Design axi_stream_burst_writer_flat, sky130hd; sources not shown.
Fig. 1: congestion heat map
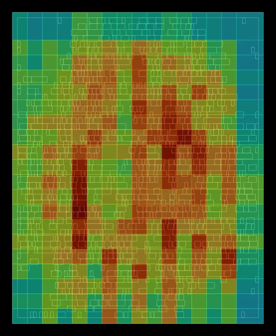
gr busiest metal: met2
detail-routed net length per standard cell: 16.6 um

Fig. 2: routed clock nets over the placement
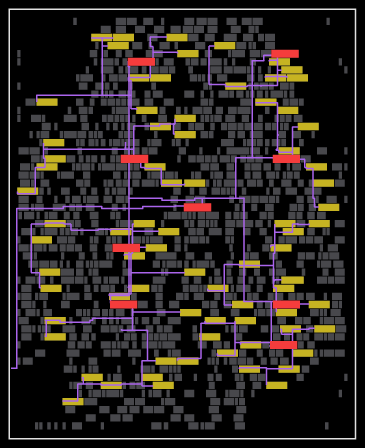
[flip-flops] yellow | count: 76
[cells driving clock nets] red | count: 9
[clock wires] purple | length: 1230 um
routed clock nets: 10
clock power share: 0.190
worst clock skew on the final layout: 0.0112 ns
clock latency at the later pin of the worst-skew pair: 0.35 ns

Fig. 3: cell density map
The die is cut into 12 by 14 equal tiles; dark blue is low, red is high, 0 to 100% covered.
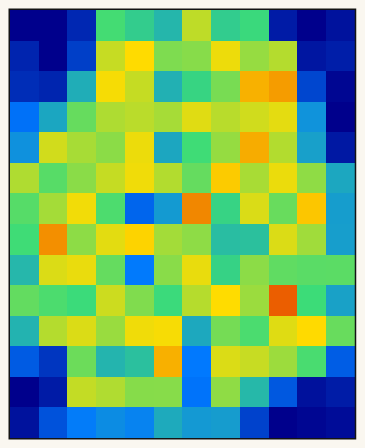
mean over tiles: 48%
nearly empty tiles: 5.4%
fullest tile: 89%
tiles over 75% full: 7.1%
floorplan core area: 0.0154 mm2
Layout Utilization: 0.532

Fig. 4: gate-type map
The bar under the picture is 20 um long.
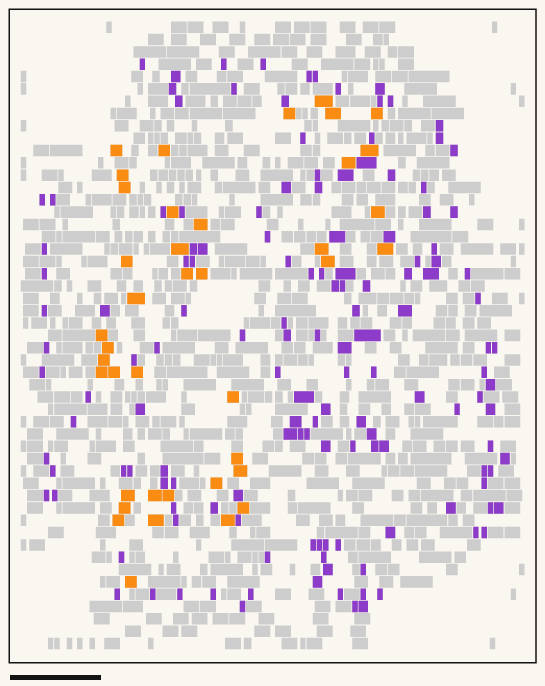
| family | color | cells | most used |
|---|---|---|---|
| NOR gates | purple | 144 | nor2_1 |
| AND-OR and OR-AND gates | orange | 40 | a21o_1 |
final standard cell count with taps included and fillers excluded: 1206
most used logic cell in the final layout: sky130_fd_sc_hd__clkdlybuf4s50_1
fraction of area in multi-input gates: 0.581

==> writeup.txt <==
The sequential group share of total power is 0.285, and the total via count in the routed design is 7046. The run gives 0.963 for the post-route fraction of the period consumed by the critical path. Yosys stat counts 936 cells in the synthesized netlist. The clock net sink count is 76, and the placer congestion estimate is 0.907.

The proportion of synthesized chip area in sequential cells was 0.216; the summed area of non-filler cells in the final layout was 0.00821 mm2. With the count of final setup violators at 0, the detail-routed via count per cell is 5.84. The final worst slack came out at 0.208 ns. Dominant kind of combinational cell: simple AND/OR/NAND/NOR gates. Post-synthesis share of cell area spent on xor and xnor gates: 0.0323. The number of placed instances, taps included was 1190; the number of enable-type register cells in the synthesized netlist was 0. The biggest fanout along the worst timing path came out at 9. Across all register-to-register paths, the minimum setup slack is 0.93 ns. The run gives 0.0167 mm2 for the die area. The total global routing track utilization came out at 0.241. The internal power of the cells totals 1.64 mW. Global-route track usage on met1: 0.275.

The tools report the fraction of power consumed by combinational cells as 0.525. Clock-pin slew was measured on the worst setup and hold paths at 0.06 ns. The run gives 1.23 mW as the switching power summed over all nets. Overall power consumption after layout is estimated at 2.87 mW. Per the summary, power density relative to cell area is 350 mW/mm2. Buffers placed on the I/O ports in this run total 119. The compound-cell area share of the yosys netlist was 0.252.

Data on the critical path arrives at its endpoint at 4.31 ns. The DRC violations left is 0, and the met3 track demand over resource is 0.0299. The number of antenna violations at the first check in global routing came out at 0. Static leakage: 3.19 nW.

In the synthesized netlist, the number of instances is 936. Counting endpoints that fail hold in the final report gives 0. The logs give 0.433 for the routing usage on met2 and 0.170 mV for the worst voltage drop across the vdd grid.

The type of element capturing the critical path was an output port. The worst hold path was traced through 2 stages. Summing all placed instances gives a cell area of 0.00789 mm2. Row generation in the floorplan step produced 51 rows.

The run gives 71 for the pin count of the biggest net entering global routing. The run finished with clean final reports. The OpenROAD report gives the critical path a required time of 4.52 ns.

The average instance area after synthesis is 7.53 um2. The dominant synthesized flop cell was sky130_fd_sc_hd__dfxtp_1. For reference, the top cells by area after synthesis are sky130_fd_sc_hd__dfxtp_1, sky130_fd_sc_hd__buf_4, sky130_fd_sc_hd__ha_1, sky130_fd_sc_hd__a311oi_1, sky130_fd_sc_hd__nor2_1. The fmax is 184 MHz. The area recorded from the Yosys report for this design is 0.00704 mm2. The wire length recorded after detailed routing is 20100 um.

The sum of negative setup slack was 0 ns. The tightest slew margin relative to the limit is 0.387, and the HPWL after detailed placement is 14900 um. Synthesis inferred 76 register bits. With the switching share of power at 0.428, the share of synthesized registers carrying an async set or reset is 0. Setup repair after global routing left no endpoint under its margin. The adder-cell share of the synthesized area works out to 0.0703. The placement-stage worst setup slack came out at 0.335 ns. The type of the worst setup path is register to output port. In this run the number of H-tree levels came out at 3.

The initial core utilization was 0.456. The final layout net count is 1166. Looking at the clock tree report, the root buffer type is sky130_fd_sc_hd__clkbuf_16. TritonCTS built the clock tree. The share of cell area taken by muxes after synthesis is 0.00710. The die height works out to 144 um. Before any placement, the netlist area is recorded as 0.00704 mm2.

Hold is met by 0.469 ns. The flow measured a signed area growth from synthesis to layout of 16.6%. The transition time recorded at the tightest slew-check pin is 0.913 ns. The cell type with the highest aggregate area in the netlist was sky130_fd_sc_hd__dfxtp_1.

For the number of synthesis warnings, the log shows 0. Buffers inserted during clock tree synthesis total 9. Per the post-route antenna check, the number of violating nets is 0.

Per the synthesis report, the number of distinct cell types is 70. The logs give 0 for the number of max-slew violations in the final report and 0 for the global route total overflow. For this design the top-level I/O count stands at 283. The area share of the leading cell type in the synthesized netlist is 0.216, and the number of maximum-capacitance violations is 0.

Summing over the stages, the warning tally comes to 32. The post-synthesis simple-gate area fraction was 0.277; the depth of the most critical reg-to-reg path was 13. Detailed-route iteration 0 reported a violation count of 450.

The clock period could shrink to 5.44 ns. The share of final-layout standard cells stronger than drive strength 1 is 0.0644, and the detailed-router iteration count before antenna repair is 4. Classification of the worst-slack hold path: register to register. The launching element type of the critical path was a register. The logs give 2 for the maximum clock insertion buffer count and 0 for the number of hold buffers added after cts. Via count of the first global-routing pass: 6477. The final antenna diode tally reported by the flow is 0. The global-route wire length before repair was 31900 um; the die boundary width was 116 um.
-- layout by cell type (no fill, tap or decap), drive strengths merged, types with 6 or more instances in the layout --
master,n
a21o,19
nand4,14
and2,11
dfxtp,76
clkdlybuf4s50,118
a41oi,7
xnor2,15
conb,59
a311oi,46
ha,38
clkbuf,11
or2,12
nor2,89
a31oi,9
o211ai,9
xor2,11
buf,16
o21ai,38
a211oi,10
inv,22
nor4,21
and3,18
a21oi,38
or4,25
nand3,21
nand2,81
nand3b,6
nor3,24
o31ai,27
or3,24
-- power by group through the flow --
stage / registers, mW / logic, mW / clock network (mW)
after global routing: 0.842 / 1.68 / 0.578
after CTS: 0.812 / 1.47 / 0.555
after floorplan: 0.783 / 1.09 / 0
after detailed placement: 0.820 / 1.46 / 0
after global placement: 0.822 / 1.44 / 0
final: 0.818 / 1.51 / 0.547
-- layout make-up --
type	count	area (um2)
flip-flops and latches	76	1520
inverters	22	82.6
fillers	1543	7230
repair buffers	134	1300
well taps	212	265
clock buffers	11	243
multi-input cells	747	4770
clock inverters	4	26.3
-- timing repair --
item | CTS | global route
setup endpoints to repair | 1 | 1
pin swaps | 0 | 1
buffers inserted | 0 | 1
gates resized | 1 | 9
-- cells by family (layout without fill, tap and decap cells) --
group	after synthesis	in the layout
other	2	59
AND-OR/OR-AND	247	247
flip-flops	76	76
AND/OR/NAND/NOR	371	371
adder cells (fa/ha/maj)	39	39
buffers and inverters	170	171
multiplexers	5	5
XOR/XNOR	26	26
-- per-layer routing --
metal | part of all wire | wire length, um | vias up
met5 | 0 | 0 | -
met2 | 0.51 | 10200 | 198
li1 | - | - | 3474
met1 | 0.40 | 8130 | 3313
met3 | 0.049 | 977 | 61
met4 | 0.040 | 798 | 0
-- worst max-delay path: stages (launching register included) --
cell                              delay [ns]
sky130_fd_sc_hd__dfxtp_2                0.36
sky130_fd_sc_hd__or4_4                  0.58
sky130_fd_sc_hd__or3_4                  0.42
sky130_fd_sc_hd__nor3_4                 0.18
sky130_fd_sc_hd__nand2_1                0.13
sky130_fd_sc_hd__ha_1                   0.21
sky130_fd_sc_hd__nor4b_1                0.18
sky130_fd_sc_hd__a211o_1                0.31
sky130_fd_sc_hd__a211o_1                0.35
sky130_fd_sc_hd__a31oi_4                0.20
sky130_fd_sc_hd__o31a_1                 0.26
sky130_fd_sc_hd__nand3_2                0.14
sky130_fd_sc_hd__nor2_1                 0.12
sky130_fd_sc_hd__clkdlybuf4s50_1        0.52
-- cells in the mapped netlist, drive strengths merged, types with 4 or more instances --
library cell / number
nand3: 21
nor4: 21
and2: 11
or3: 24
xnor2: 15
nand2: 81
o211ai: 9
mux2i: 5
xor2: 11
a221oi: 4
and3: 18
o21ai: 38
or2: 12
nor3: 24
nand2b: 4
buf: 107
a21oi: 38
nand4: 14
a21o: 19
or4: 25
o21bai: 5
a311oi: 46
nor2: 89
o21a: 5
nor2b: 5
a31oi: 9
nand3b: 6
dfxtp: 76
a211oi: 10
o31ai: 27
clkbuf: 41
ha: 38
inv: 22
a41oi: 7
Power is estimated from default activity; no workload was simulated.
